==> run_1/cell_density.png <==
(6 px per um) The die is cut into 11 by 11 equal tiles; dark blue is low, red is high, 0 to 100% covered.
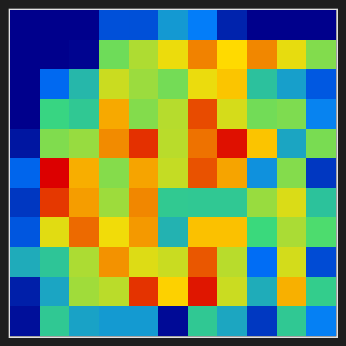
==> run_1/sizes.png <==
(6 px per um)
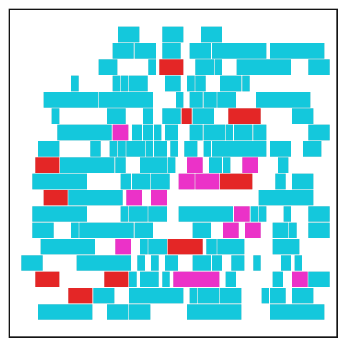
==> run_1/placement.png <==
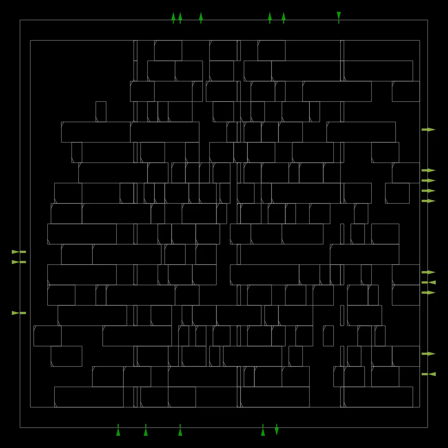
==> run_1/io_fan.png <==
(6 px per um)
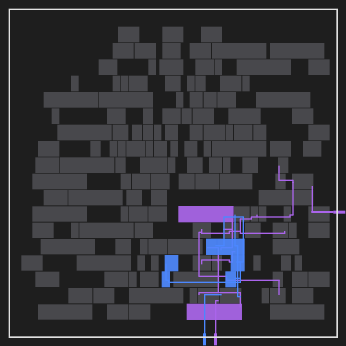
### config.mk
export PLATFORM = sky130hd
export DESIGN_NAME = mealy_pattern_detector_flat
export DESIGN_NICKNAME = d
export VERILOG_FILES = /design/src/rtl/mealy_pattern_detector_if.sv /design/src/rtl/mealy_pattern_detector.sv /design/src/flat_wrapper.sv
export SDC_FILE = /design/constraint.sdc
export NUM_CORES = 1
export LEC_CHECK = 0
export CAP_MARGIN = 30
export CORE_UTILIZATION = 44
export CTS_CLUSTER_DIAMETER = 150
export CTS_CLUSTER_SIZE = 14
export DETAILED_ROUTE_END_ITERATION = 10
export PLACE_DENSITY = 0.72
export SLEW_MARGIN = 20
export SYNTH_ARGS = -nofsm -noshare
export SYNTH_HDL_FRONTEND = slang
export SYNTH_SLANG_ARGS = --single-unit
### constraint.sdc
create_clock -name clk -period 2.6 [get_ports clk]
set_input_delay 0.52 -clock clk [delete_from_list [all_inputs] [get_ports clk]]
set_output_delay 0.52 -clock clk [all_outputs]
set_load 0.02 [all_outputs]
### src/rtl/mealy_pattern_detector_if.sv
// Control/status bundle for mealy_pattern_detector: pattern load, qualified serial bit in,
// combinational match plus registered count/fill/state out.
interface mealy_pattern_detector_if #(
    parameter int PAT_W = 4,
    parameter int CNT_W = 8
);
    logic                       load;
    logic [PAT_W-1:0]           pattern_in;
    logic                       overlap;
    logic                       data_valid;
    logic                       data_in;
    logic                       match;
    logic [CNT_W-1:0]           match_count;
    logic [$clog2(PAT_W)-1:0]   fill;
    logic [1:0]                 estados;
    logic                       count_sat;

    modport master (
        output load, pattern_in, overlap, data_valid, data_in,
        input  match, match_count, fill, estados, count_sat
    );

    modport slave (
        input  load, pattern_in, overlap, data_valid, data_in,
        output match, match_count, fill, estados, count_sat
    );
endinterface

### src/rtl/mealy_pattern_detector.sv
// Serial pattern detector with runtime-loadable pattern; match is combinational (0 cycles)
// on the completing bit. No backpressure: bits are consumed whenever data_valid is high.
module mealy_pattern_detector #(
    parameter int PAT_W = 4,
    parameter int CNT_W = 8
) (
    input  logic                    clk,
    input  logic                    reset_n,
    mealy_pattern_detector_if.slave bus
);
    localparam int              FW        = $clog2(PAT_W);
    localparam logic [1:0]      IDLE      = 2'b00;
    localparam logic [1:0]      FILL      = 2'b01;
    localparam logic [1:0]      HUNT      = 2'b10;
    localparam logic [FW-1:0]   FILL_LAST = FW'(PAT_W - 1);
    localparam logic [CNT_W-1:0] CNT_MAX  = {CNT_W{1'b1}};

    logic [1:0]         r_state;
    logic [PAT_W-1:0]   r_pat;
    logic               r_ovl;
    logic [PAT_W-2:0]   r_hist;
    logic [FW-1:0]      r_fill;
    logic [CNT_W-1:0]   r_count;
    logic               r_count_sat;

    logic [PAT_W-1:0]   w_candidate;
    logic               w_match;
    logic [FW-1:0]      w_fill_inc;
    logic [CNT_W-1:0]   w_count_next;

    assign w_candidate = {r_hist, bus.data_in};
    assign w_match     = (r_state == HUNT) & bus.data_valid & ~bus.load & (w_candidate == r_pat);
    assign w_fill_inc  = r_fill + FW'(1);

    always_comb begin
        w_count_next = r_count;
        if (bus.load)
            w_count_next = '0;
        else if (w_match && (r_count != CNT_MAX))
            w_count_next = r_count + CNT_W'(1);
    end

    always_ff @(posedge clk or negedge reset_n) begin
        if (!reset_n) begin
            r_state     <= IDLE;
            r_pat       <= '0;
            r_ovl       <= 1'b0;
            r_hist      <= '0;
            r_fill      <= '0;
            r_count     <= '0;
            r_count_sat <= 1'b0;
        end else begin
            r_count     <= w_count_next;
            r_count_sat <= (w_count_next == CNT_MAX);
            if (bus.load) begin
                r_pat   <= bus.pattern_in;
                r_ovl   <= bus.overlap;
                r_hist  <= '0;
                r_fill  <= '0;
                r_state <= FILL;
            end else if (bus.data_valid) begin
                case (r_state)
                    FILL: begin
                        r_hist <= w_candidate[PAT_W-2:0];
                        r_fill <= w_fill_inc;
                        if (w_fill_inc == FILL_LAST)
                            r_state <= HUNT;
                    end
                    HUNT: begin
                        // Non-overlapping mode drops the completing bit and refills from scratch.
                        if (w_match && !r_ovl) begin
                            r_hist  <= '0;
                            r_fill  <= '0;
                            r_state <= FILL;
                        end else begin
                            r_hist <= w_candidate[PAT_W-2:0];
                        end
                    end
                    IDLE:    ;
                    default: r_state <= IDLE;
                endcase
            end
        end
    end

    assign bus.match       = w_match;
    assign bus.match_count = r_count;
    assign bus.fill        = r_fill;
    assign bus.estados     = r_state;
    assign bus.count_sat   = r_count_sat;
endmodule

### src/flat_wrapper.sv
// flat-port wrapper written by rule: the top's interface ports become plain ports
module mealy_pattern_detector_flat 
#(
    parameter int PAT_W = 4,
    parameter int CNT_W = 8
)
  (clk, reset_n, bus_load, bus_pattern_in, bus_overlap, bus_data_valid, bus_data_in, bus_match, bus_match_count, bus_fill, bus_estados, bus_count_sat);
  mealy_pattern_detector_if #(.PAT_W(PAT_W), .CNT_W(CNT_W)) bus_i ();
  input  logic clk;
  input  logic reset_n;
  input wire logic [$bits(bus_i.load)-1:0] bus_load;
  input wire logic [$bits(bus_i.pattern_in)-1:0] bus_pattern_in;
  input wire logic [$bits(bus_i.overlap)-1:0] bus_overlap;
  input wire logic [$bits(bus_i.data_valid)-1:0] bus_data_valid;
  input wire logic [$bits(bus_i.data_in)-1:0] bus_data_in;
  output wire logic [$bits(bus_i.match)-1:0] bus_match;
  output wire logic [$bits(bus_i.match_count)-1:0] bus_match_count;
  output wire logic [$bits(bus_i.fill)-1:0] bus_fill;
  output wire logic [$bits(bus_i.estados)-1:0] bus_estados;
  output wire logic [$bits(bus_i.count_sat)-1:0] bus_count_sat;
  assign bus_i.load = bus_load;
  assign bus_i.pattern_in = bus_pattern_in;
  assign bus_i.overlap = bus_overlap;
  assign bus_i.data_valid = bus_data_valid;
  assign bus_i.data_in = bus_data_in;
  assign bus_match = bus_i.match;
  assign bus_match_count = bus_i.match_count;
  assign bus_fill = bus_i.fill;
  assign bus_estados = bus_i.estados;
  assign bus_count_sat = bus_i.count_sat;
  mealy_pattern_detector #(.PAT_W(PAT_W), .CNT_W(CNT_W)) u_core (.clk(clk), .reset_n(reset_n), .bus(bus_i));
endmodule
==> results_dict.tcl, run 1 <==
# yosys + openroad results
set metrics [dict create \
    synth_sequential_area_ratio_pct 43.5 \
    highest_layer_used_for_signal_routing "met4" \
    final-instance-count-excl-fill 182 \
    clock_buffer_count 3 \
    synth-cells-yosys 121 \
    violation_count_after_the_first_detailed_route_iteration 11 \
    post_cts.repair.setup_buffers 0 \
    post_synth_and_or_nand_nor_area_fraction_pct 24.3 \
    synthAoiAreaFrac_pct 12.4 \
    post_synth_most_frequent_cells "21 x dfrtp_1, 16 x nor2_1, 14 x nand2_1" \
    final_nets 165 \
    layout.cells.most_common "clkdlybuf4s50_1" \
    grt_pass1_vias 935 \
    reg2reg_slack_ns 0.31 \
    path_class "in2out" \
    timing.rr.start "u_core.bus.match_count[0]" \
    pwr.group.clock_w 0.000164 \
    floorplan.die.width_um 54.4 \
    rr_worst_depth 7 \
    flop-count 21 \
    synth_top_flop_cell "dfrtp_1" \
    worst_slew_margin_rel_pct 75.2 \
    clock.latency.late_pin_ns 0.31 \
    crit_path_start "bus_load" \
    drt_first_pass_iters 4 \
    comb-cell-share_pct 42.2 \
    sequence_of_cells_on_the_critical_path "clkdlybuf4s50_1 -> and4bb_1 -> nand4_4 -> nand2b_1 -> inv_1 -> dlygate4sd2_1" \
    outcome "finished, final reports clean" \
    dp.cells 178 \
    fp_util_pct 47.5 \
    ys_warn_count 0 \
    cts-hold-fix-buffers 0 \
    worst_slew_pin_slew_ns 0.368 \
    grt_use_met2_pct 31.7 \
    cts_max_path_buffers 2 \
    worst_ep_arrival_time_ns 1.96 \
    core-area_mm2 0.00254 \
    multi_input_comb_cells 93 \
    nonClockInverterCount 3 \
    min-delay-path-class "in2async" \
    antenna_violations_before_repair 0 \
    leakagePower_nw 0.642 \
    total_placed_instance_area_mm2 0.00151 \
    power_w 0.000616 \
    power_frac_clock_pct 26.7 \
    async_reset_ff_share_pct 100 \
    biggestCellCategory "multi-input combinational cells" \
    route.final.wire_length_mm 2.47 \
    netlist.top_cell.by_area "dfrtp_1" \
    finalWorstPathRequiredPeriod_ns 2.48 \
    power_sequential_w 0.000353 \
    final_cell_mix "22 x clkdlybuf4s50_1, 21 x dfrtp_1, 16 x nor2_1" \
    grt-busiest-layer "met2" \
    timing.critical_path.to_type "primary output" \
    num_vias 1006 \
    fin_worst_hold_slack_ns 0.540 \
    buffers_plus_inverters_on_the_worst_setup_path 3 \
    final_setup_violation_count 0 \
    finalCritPeriodShare_pct 95.5 \
    synth_cell_type_count 38 \
    synth.logic.top_family "simple AND/OR/NAND/NOR gates" \
    sequential_share_of_cell_area_pct 34.1 \
    mappedNetlistArea_mm2 0.00121 \
    die_y_um 54.4 \
    cap_viol_max_count 0 \
    switchingPower_w 0.000168 \
    routed-wl-met2_mm 1.13 \
    synthMostInstantiatedCell "dfrtp_1" \
    p_comb_w 0.0000990 \
    critical_path.slowest_cell "clkdlybuf4s50_1" \
    cp_slowest_stage_delay_ns 0.44 \
]
-- cell_density.png (at the start) --
tiles over 75% full = 24%
nearly empty tiles = 9.1%
densest ninth of the die = center

-- sizes.png (at the start) --
red -> _2 cells  # cells 10, share 6.6%
magenta -> _3 and _4 cells  # cells 13, share 8.6%
cyan -> _0 and _1 cells  # cells 129, share 85%
non-clock buffer total of the final layout: 31
finished layout cell area: 0.00154 mm2
area delta synth->final: 27.4%
PnR worst setup slack: 0.116 ns

-- placement.png (at the start) --
Filler Cell Count: 244
Taps Inserted: 30
num rows: 18

-- io_fan.png (at the start) --
purple -> bus_estados  # direction output, end cells 2, buffers 3, wire 112 um
blue -> bus_data_valid  # direction input, end cells 6, buffers 2, wire 62.1 um
boundary pin count: 24
buffers added on ports: 23

==> run_1/layer_met1.png <==
(10 px per um) Supply wires on this layer in gray. Cells faint in the background.
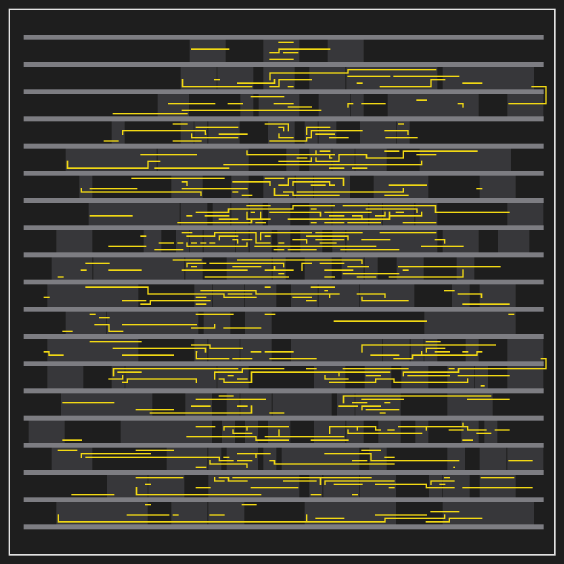

--- run 2 (diff from run 1) ---
==> constraint.sdc (replaced) <==
create_clock -name clk -period 2.6 [get_ports clk]
set_input_delay 0.52 -clock clk [delete_from_list [all_inputs] [get_ports clk]]
set_output_delay 0.52 -clock clk [all_outputs]
set_load 0.005 [all_outputs]
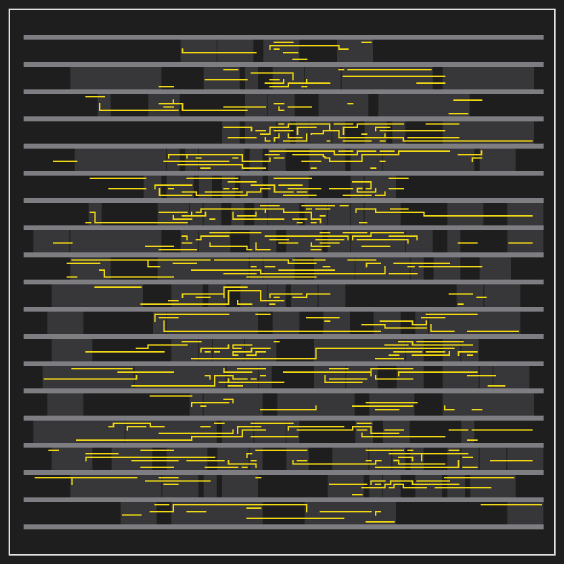
(run_2/layer_met1.png)
(10 px per um) Supply wires on this layer in gray. Cells faint in the background.
longest straight run = 21.6 um
wire length on this layer = 1170 um
main direction = horizontal
nets with wire on the layer = 132

==> run 2 against run 1 <==
Net effect:
- non-clock buffer count is 3 higher
- highest routed layer unchanged
- critical path type is now in2reg
- combinational power is 2.4% lower
- flip-flop count stayed put
- sequential share of layout area is 0.63 points lower
- synthesized cell count stayed put
==> results_dict.tcl, run 2 <==
# yosys + openroad results
set metrics [dict create \
    clock_buffer_count 4 \
    core-area_mm2 0.00254 \
    synth_cell_type_count 38 \
    power_frac_clock_pct 26.3 \
    outcome "finished, final reports clean" \
    floorplan.die.width_um 54.4 \
    path_class "in2reg" \
    crit_path_start "bus_load" \
    timing.critical_path.to_type "register" \
    final_cell_mix "22 x clkdlybuf4s50_1, 21 x dfrtp_1, 16 x nor2_1" \
    flop-count 21 \
    worst_slew_pin_slew_ns 0.411 \
    grt_use_met2_pct 34.8 \
    ys_warn_count 0 \
    final_setup_violation_count 0 \
    grt-busiest-layer "met2" \
    switchingPower_w 0.000160 \
    antenna_violations_before_repair 0 \
    fin_worst_hold_slack_ns 0.547 \
    rows 18 \
    highest_layer_used_for_signal_routing "met4" \
    sequential_share_of_cell_area_pct 33.5 \
    min-delay-path-class "reg2reg" \
    sequence_of_cells_on_the_critical_path "clkdlybuf4s50_1 -> and4bb_1 -> nand4_4 -> buf_4 -> or4_4 -> a221oi_2 -> nor4b_2 -> and4b_1" \
    violation_count_after_the_first_detailed_route_iteration 38 \
    cts_max_path_buffers 2 \
    critical_path.slowest_cell "or4_4" \
    nonClockInverterCount 3 \
    synth_top_flop_cell "dfrtp_1" \
    mappedNetlistArea_mm2 0.00121 \
    finalWorstPathRequiredPeriod_ns 2.48 \
    cts-hold-fix-buffers 0 \
    final.fill_count 232 \
    fp_util_pct 47.5 \
    power_sequential_w 0.000353 \
    syn2layout_area_growth_pct 29.8 \
    finalCritPeriodShare_pct 95.5 \
    die_y_um 54.4 \
    rr_worst_depth 7 \
    num_vias 1074 \
    post_synth_most_frequent_cells "21 x dfrtp_1, 16 x nor2_1, 14 x nand2_1" \
]
Power is estimated from default activity; no workload was simulated.
